### config.mk
export PLATFORM = sky130hd
export DESIGN_NAME = dmem_arbiter
export DESIGN_NICKNAME = d
export VERILOG_FILES = /design/src/rtl/dmem_arbiter.sv
export SDC_FILE = /design/constraint.sdc
export NUM_CORES = 1
export LEC_CHECK = 0
export ABC_CLOCK_PERIOD_IN_PS = 7570
export CAP_MARGIN = 10
export CORE_AREA = 2 2 102 104
export DETAILED_ROUTE_END_ITERATION = 8
export DIE_AREA = 0 0 104 106
export PLACE_DENSITY_LB_ADDON = 0.05
export RECOVER_POWER = 25
export SYNTH_ARGS = -nofsm -noshare
export SYNTH_HDL_FRONTEND = slang
export SYNTH_SLANG_ARGS = --single-unit
### constraint.sdc
create_clock -name i_clk -period 7.57 [get_ports i_clk]
set_clock_uncertainty 0.15 [all_clocks]
set_input_delay 0.757 -clock i_clk [delete_from_list [all_inputs] [get_ports i_clk]]
set_output_delay 0.757 -clock i_clk [all_outputs]
set_load 0.02 [all_outputs]
### src/rtl/dmem_arbiter.sv
// dmem_arbiter: shares one single-ported, byte-masked data memory between the
// core load/store path (port 0) and a loader/debug DMA path (port 1).
// Round-robin arbitration, optional bounded burst lock for port 1, and load
// data returned to the granted port one cycle after the handshake.
module dmem_arbiter #(
    parameter int AW        = 16,
    parameter int BURST_MAX = 8
) (
    input  logic          i_clk,
    input  logic          i_reset,
    input  logic          i_req0_valid,
    output logic          o_req0_ready,
    input  logic [AW-1:0] i_req0_addr,
    input  logic [31:0]   i_req0_wdata,
    input  logic [3:0]    i_req0_bmask,
    input  logic          i_req0_wren,
    output logic          o_req0_rvalid,
    output logic [31:0]   o_req0_rdata,
    input  logic          i_req1_valid,
    output logic          o_req1_ready,
    input  logic [AW-1:0] i_req1_addr,
    input  logic [31:0]   i_req1_wdata,
    input  logic [3:0]    i_req1_bmask,
    input  logic          i_req1_wren,
    input  logic          i_req1_lock,
    output logic          o_req1_rvalid,
    output logic [31:0]   o_req1_rdata,
    output logic [AW-1:0] o_mem_addr,
    output logic [31:0]   o_mem_wdata,
    output logic [3:0]    o_mem_bmask,
    output logic          o_mem_wren,
    output logic          o_mem_rden,
    input  logic [31:0]   i_mem_rdata
);
    typedef enum logic [0:0] {
        ST_UNLOCKED = 1'b0,
        ST_LOCKED   = 1'b1
    } lock_state_t;

    localparam logic [7:0] BURST_LIM = 8'(BURST_MAX);

    lock_state_t state_q, state_d;
    logic [7:0]  burst_cnt_q, burst_cnt_d;
    logic        last_grant_q, last_grant_d;
    logic        pend_q, pend_d;
    logic        pend_port_q, pend_port_d;
    logic [31:0] rdata0_q, rdata0_d;
    logic [31:0] rdata1_q, rdata1_d;

    logic        rr_grant0_s, rr_grant1_s;
    logic        grant0_s, grant1_s, grant_s;
    logic        sel_wren_s;
    logic        ret0_s, ret1_s;

    // Plain round-robin choice: on contention the port not granted last wins.
    always_comb begin
        rr_grant0_s = 1'b0;
        rr_grant1_s = 1'b0;
        if (i_req0_valid && i_req1_valid) begin
            rr_grant0_s = last_grant_q;
            rr_grant1_s = ~last_grant_q;
        end else begin
            rr_grant0_s = i_req0_valid;
            rr_grant1_s = i_req1_valid;
        end
    end

    // Final grant: a locked port 1 preempts round-robin until port 0 has seen BURST_MAX of its grants.
    always_comb begin
        grant0_s = 1'b0;
        grant1_s = 1'b0;
        if (i_reset) begin
            grant0_s = 1'b0;
            grant1_s = 1'b0;
        end else begin
            case (state_q)
                ST_LOCKED: begin
                    if (i_req0_valid && (burst_cnt_q == BURST_LIM)) begin
                        grant0_s = 1'b1;
                    end else if (i_req1_valid && i_req1_lock) begin
                        grant1_s = 1'b1;
                    end else begin
                        grant0_s = rr_grant0_s;
                        grant1_s = rr_grant1_s;
                    end
                end
                ST_UNLOCKED: begin
                    grant0_s = rr_grant0_s;
                    grant1_s = rr_grant1_s;
                end
                default: begin
                    grant0_s = rr_grant0_s;
                    grant1_s = rr_grant1_s;
                end
            endcase
        end
    end

    assign grant_s = grant0_s | grant1_s;

    // Lock FSM next state, saturating burst counter and last-grant tracking.
    always_comb begin
        state_d      = state_q;
        burst_cnt_d  = 8'd0;
        last_grant_d = last_grant_q;
        if (grant_s) begin
            last_grant_d = grant1_s;
        end else begin
            last_grant_d = last_grant_q;
        end
        case (state_q)
            ST_UNLOCKED: begin
                if (grant1_s && i_req1_lock) begin
                    state_d     = ST_LOCKED;
                    burst_cnt_d = i_req0_valid ? 8'd1 : 8'd0;
                end else begin
                    state_d     = ST_UNLOCKED;
                    burst_cnt_d = 8'd0;
                end
            end
            ST_LOCKED: begin
                if (grant1_s && i_req1_lock) begin
                    state_d = ST_LOCKED;
                    if (!i_req0_valid) begin
                        burst_cnt_d = 8'd0;
                    end else if (burst_cnt_q < BURST_LIM) begin
                        burst_cnt_d = burst_cnt_q + 8'd1;
                    end else begin
                        burst_cnt_d = burst_cnt_q;
                    end
                end else begin
                    state_d     = ST_UNLOCKED;
                    burst_cnt_d = 8'd0;
                end
            end
            default: begin
                state_d     = ST_UNLOCKED;
                burst_cnt_d = 8'd0;
            end
        endcase
    end

    // Memory command mux: follows the granted port, all zero when idle.
    always_comb begin
        o_mem_addr  = {AW{1'b0}};
        o_mem_wdata = 32'h0000_0000;
        o_mem_bmask = 4'b0000;
        sel_wren_s  = 1'b0;
        if (grant0_s) begin
            o_mem_addr  = i_req0_addr;
            o_mem_wdata = i_req0_wdata;
            o_mem_bmask = i_req0_bmask;
            sel_wren_s  = i_req0_wren;
        end else if (grant1_s) begin
            o_mem_addr  = i_req1_addr;
            o_mem_wdata = i_req1_wdata;
            o_mem_bmask = i_req1_bmask;
            sel_wren_s  = i_req1_wren;
        end else begin
            o_mem_addr  = {AW{1'b0}};
            o_mem_wdata = 32'h0000_0000;
            o_mem_bmask = 4'b0000;
            sel_wren_s  = 1'b0;
        end
    end

    // A zero-mask store still takes its slot but must not strobe the macro.
    assign o_mem_wren = sel_wren_s && (o_mem_bmask != 4'b0000);
    assign o_mem_rden = grant_s && !sel_wren_s;

    assign ret0_s = pend_q && !pend_port_q;
    assign ret1_s = pend_q && pend_port_q;

    // Read-return bookkeeping: remember who issued the load, keep last data per port.
    always_comb begin
        pend_d      = o_mem_rden;
        pend_port_d = grant1_s;
        if (ret0_s) begin
            rdata0_d = i_mem_rdata;
        end else begin
            rdata0_d = rdata0_q;
        end
        if (ret1_s) begin
            rdata1_d = i_mem_rdata;
        end else begin
            rdata1_d = rdata1_q;
        end
    end

    // State registers with synchronous reset; reset drops any in-flight read.
    always_ff @(posedge i_clk) begin
        if (i_reset) begin
            state_q      <= ST_UNLOCKED;
            burst_cnt_q  <= 8'd0;
            last_grant_q <= 1'b1;
            pend_q       <= 1'b0;
            pend_port_q  <= 1'b0;
            rdata0_q     <= 32'h0000_0000;
            rdata1_q     <= 32'h0000_0000;
        end else begin
            state_q      <= state_d;
            burst_cnt_q  <= burst_cnt_d;
            last_grant_q <= last_grant_d;
            pend_q       <= pend_d;
            pend_port_q  <= pend_port_d;
            rdata0_q     <= rdata0_d;
            rdata1_q     <= rdata1_d;
        end
    end

    assign o_req0_ready  = grant0_s;
    assign o_req1_ready  = grant1_s;
    assign o_req0_rvalid = ret0_s && !i_reset;
    assign o_req1_rvalid = ret1_s && !i_reset;
    assign o_req0_rdata  = i_reset ? 32'h0000_0000 : (ret0_s ? i_mem_rdata : rdata0_q);
    assign o_req1_rdata  = i_reset ? 32'h0000_0000 : (ret1_s ? i_mem_rdata : rdata1_q);

endmodule

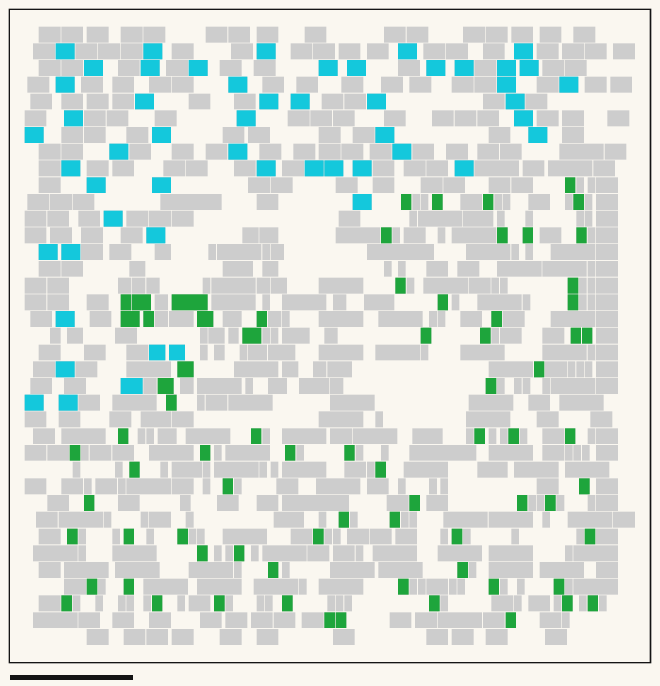
*Selected gate families*
Bar = 20 um.
colour	family	cells	most used
cyan	non-inverting ao/oa cells	53	a22o_1
green	aoi and oai cells	75	a21oi_1
most common logic cell in the routed design: sky130_fd_sc_hd__clkdlybuf4s50_1
non-filler cells, final: 795
multi-input gate share of total cell area: 0.254

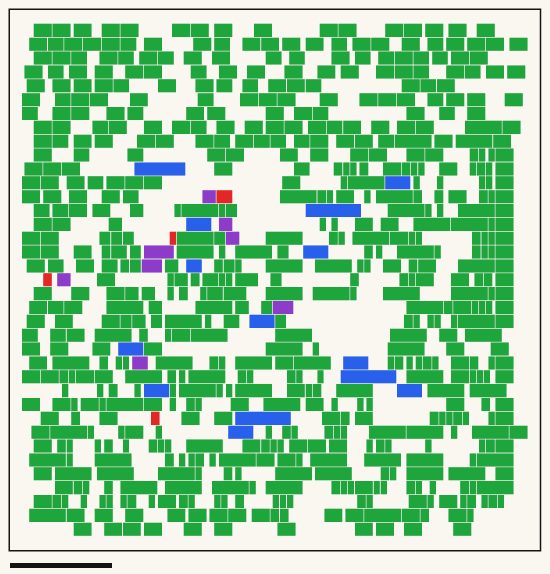
*Drive-strength map*
Bar = 20 um.
colour	size	cells
red	x2	4
blue	x6 and larger	14
green	x1 and smaller	633
purple	x3 and x4	8
nonclk buf count: 270
Non-Filler Cell Area, Final: 6230 um^2
crit path setup slack, layout: 2.67 ns
area overhead of the layout relative to synthesis: 88.6%

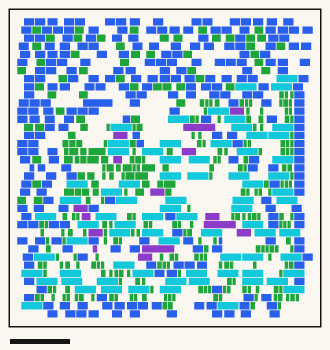
*Placed cells, one colour a class*
Bar = 20 um.
colour	class	cells	share of their area
cyan	registers	76	25%
blue	remaining buffers and delay cells	270	45%
purple	clock drivers and dummy loads	15	3.9%
green	remaining logic cells	298	26%
number of cell rows: 37
Std-Cell Core Area: 10000 um^2
fin util: 0.623

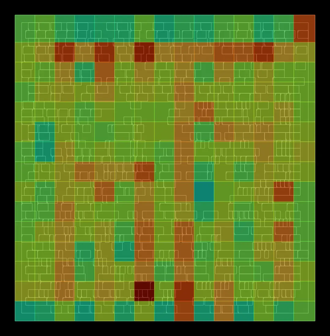
*Routing congestion map*
Wirelength per Cell: 16.3 um
busiest layer in global routing: met2
met3 track demand over resource in global routing: 0.117

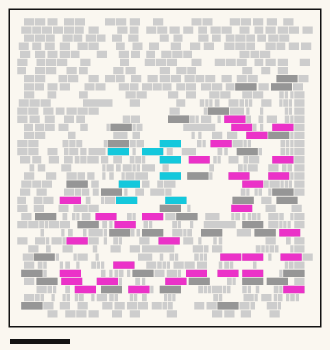
*Sequential cells coloured by netlist name*
Bar = 20 um.
colour	name in the netlist	flops
magenta	`rdata1_q`	32
cyan	`burst_cnt_q`	8
register fraction of the total cell area: 0.244
register area: 1520 um^2
sequential cell power: 0.415 mW

## per-stage QoR
step,power [mW],cells,util
4_1_cts,1.05,794,0.621
5_1_grt,1.08,795,0.623
3_5_place_dp,0.682,779,0.597
6_report,1.04,795,0.623
2_1_floorplan,0.530,409,-
3_3_place_gp,0.680,779,0.597
## state kept, by name, summed over array words and instances, names as in the netlist
register	count
rdata0_q	32
state_q	1
last_grant_q	1
rdata1_q	32
pend_port_q	1
burst_cnt_q	8
pend_q	1
## worst max-delay path by stage
stage | to | depth (start not counted)
floorplan | o_mem_wdata[10] | 6
global placement | o_mem_wdata[6] | 6
detailed placement | o_mem_wdata[6] | 6
CTS | o_mem_wdata[6] | 6
global route | o_mem_wdata[26] | 7
finish | o_mem_wdata[26] | 7
## kinds of logic (layout without fill, tap and decap cells)
kind of cell,Yosys count,count (layout),share of synthesized area
DFF,76,76,0.460
and+or+nand+nor,160,160,0.203
adders and majority gates,2,2,0.00757
buffers and inverters,41,291,0.0610
xor gates and xnor gates,2,2,0.00530
AOI/OAI and AO/OA,128,128,0.263
## worst max-delay path, cell delays in order
cell                              delay, ns
sky130_fd_sc_hd__clkdlybuf4s50_1       0.50
sky130_fd_sc_hd__a21boi_0              0.12
sky130_fd_sc_hd__a211oi_1              0.72
sky130_fd_sc_hd__nand2_4               0.13
sky130_fd_sc_hd__inv_2                 0.72
sky130_fd_sc_hd__a22o_1                0.36
sky130_fd_sc_hd__clkdlybuf4s50_1       0.66
## layout make-up
type | instances | area (um^2)
Tap cell | 136 | 170
Clock inverter | 6 | 113
Sequential cell | 76 | 1520
Multi-Input combinational cell | 292 | 1580
Inverter | 6 | 22.5
Clock buffer | 9 | 124
Timing Repair Buffer | 270 | 2700
Fill cell | 889 | 3770
## power groups by stage
stage | registers, mW | clock network [mW] | logic, mW
floorplan | 0.424 | 0 | 0.106
global placement | 0.424 | 0 | 0.256
detailed placement | 0.425 | 0 | 0.257
CTS | 0.415 | 0.374 | 0.259
global route | 0.417 | 0.392 | 0.275
finish | 0.415 | 0.363 | 0.259
## layer usage
layer / routed length [um] / track usage
met1: 5220 / 0.259
met2: 6160 / 0.369
met3: 1520 / 0.117
met4: 82 / 0.0405
met5: 0 / 0
==> PnR_summary.wiki <==
== Implementation results ==
{| class="wikitable"
! Metric !! Value
|-
| Result of the run || finished clean
|-
| Yosys cell count || 409
|-
| # setup viols final || 0
|-
| Switching portion of total power || 0.255
|-
| Detailed-placement wirelength estimate || 9.57 mm
|-
| Synthesized flop and latch total || 76
|-
| Gate power share || 0.250
|-
| Post-route setup TNS || 0 ns
|-
| Antenna cells || 0
|-
| End of the worst register-to-register path || burst_cnt_q[6]
|-
| Sinks on Clock Net || 76
|-
| Tightest Hold Check Type || reg2reg
|-
| Number of unique standard cell types used by synthesis || 33
|-
| Log Warnings || 27
|-
| Number of global-route vias before repair || 3,725
|-
| Share of power burned in registers || 0.401
|-
| Crit path launch type || primary input
|-
| R2R cell count || 5
|-
| Horizontal die dimension || 104 um
|-
| First-pass GRT wire length || 19.5 mm
|-
| Initial antenna violation count || 0
|-
| Instance area at placement || 5970 um^2
|-
| Critical setup path kind || in2out
|-
| Dpl ws || 2.59 ns
|-
| Share of the synthesized area in the top cell type || 0.460
|-
| Most frequent cell after synthesis || sky130_fd_sc_hd__nand2_1
|-
| Top Layout Cells || 263 x sky130_fd_sc_hd__clkdlybuf4s50_1, 131 x sky130_fd_sc_hd__nand2_1, 76 x sky130_fd_sc_hd__dfxtp_1
|-
| Total CTS buffers || 9
|-
| Total track usage || 0.223
|-
| Maximum clock insertion buffer count || 2
|-
| IO buf count || 264
|-
| Largest net degree at the start of global routing || 75
|-
| Unrepaired setup endpoints after global routing || false
|-
| CTS root buf || sky130_fd_sc_hd__clkbuf_8
|-
| Sw power || 0.265 mW
|-
| Yosys synthesis chip area || 3300 um^2
|-
| Synth warn || 0
|-
| Proportion of layout cells with a drive suffix above 1 || 0.0395
|-
| Post-CTS sizing || 0
|-
| Endpoint type of the worst setup path || output port
|-
| Library cell with the largest summed area after synthesis || sky130_fd_sc_hd__dfxtp_1
|-
| Clock transition time at the flip-flop clock pins of the worst setup and hold paths || 0.08 ns
|-
| Top cells by count || 131 x sky130_fd_sc_hd__nand2_1, 76 x sky130_fd_sc_hd__dfxtp_1, 65 x sky130_fd_sc_hd__a21oi_1, 50 x sky130_fd_sc_hd__a22o_1, 21 x sky130_fd_sc_hd__clkbuf_1
|-
| Slew at the pin closest to its max-slew limit || 0.940 ns
|-
| Min-Delay Path Depth || 2
|-
| Clock share of power || 0.350
|-
| Number of levels the H-tree was split into || 3
|-
| Remaining global-route overflow || 0
|-
| I/O pin total || 265
|-
| Average vias per placed instance || 4.87
|}
No activity file was given, so power comes from the tool's default toggle rates.
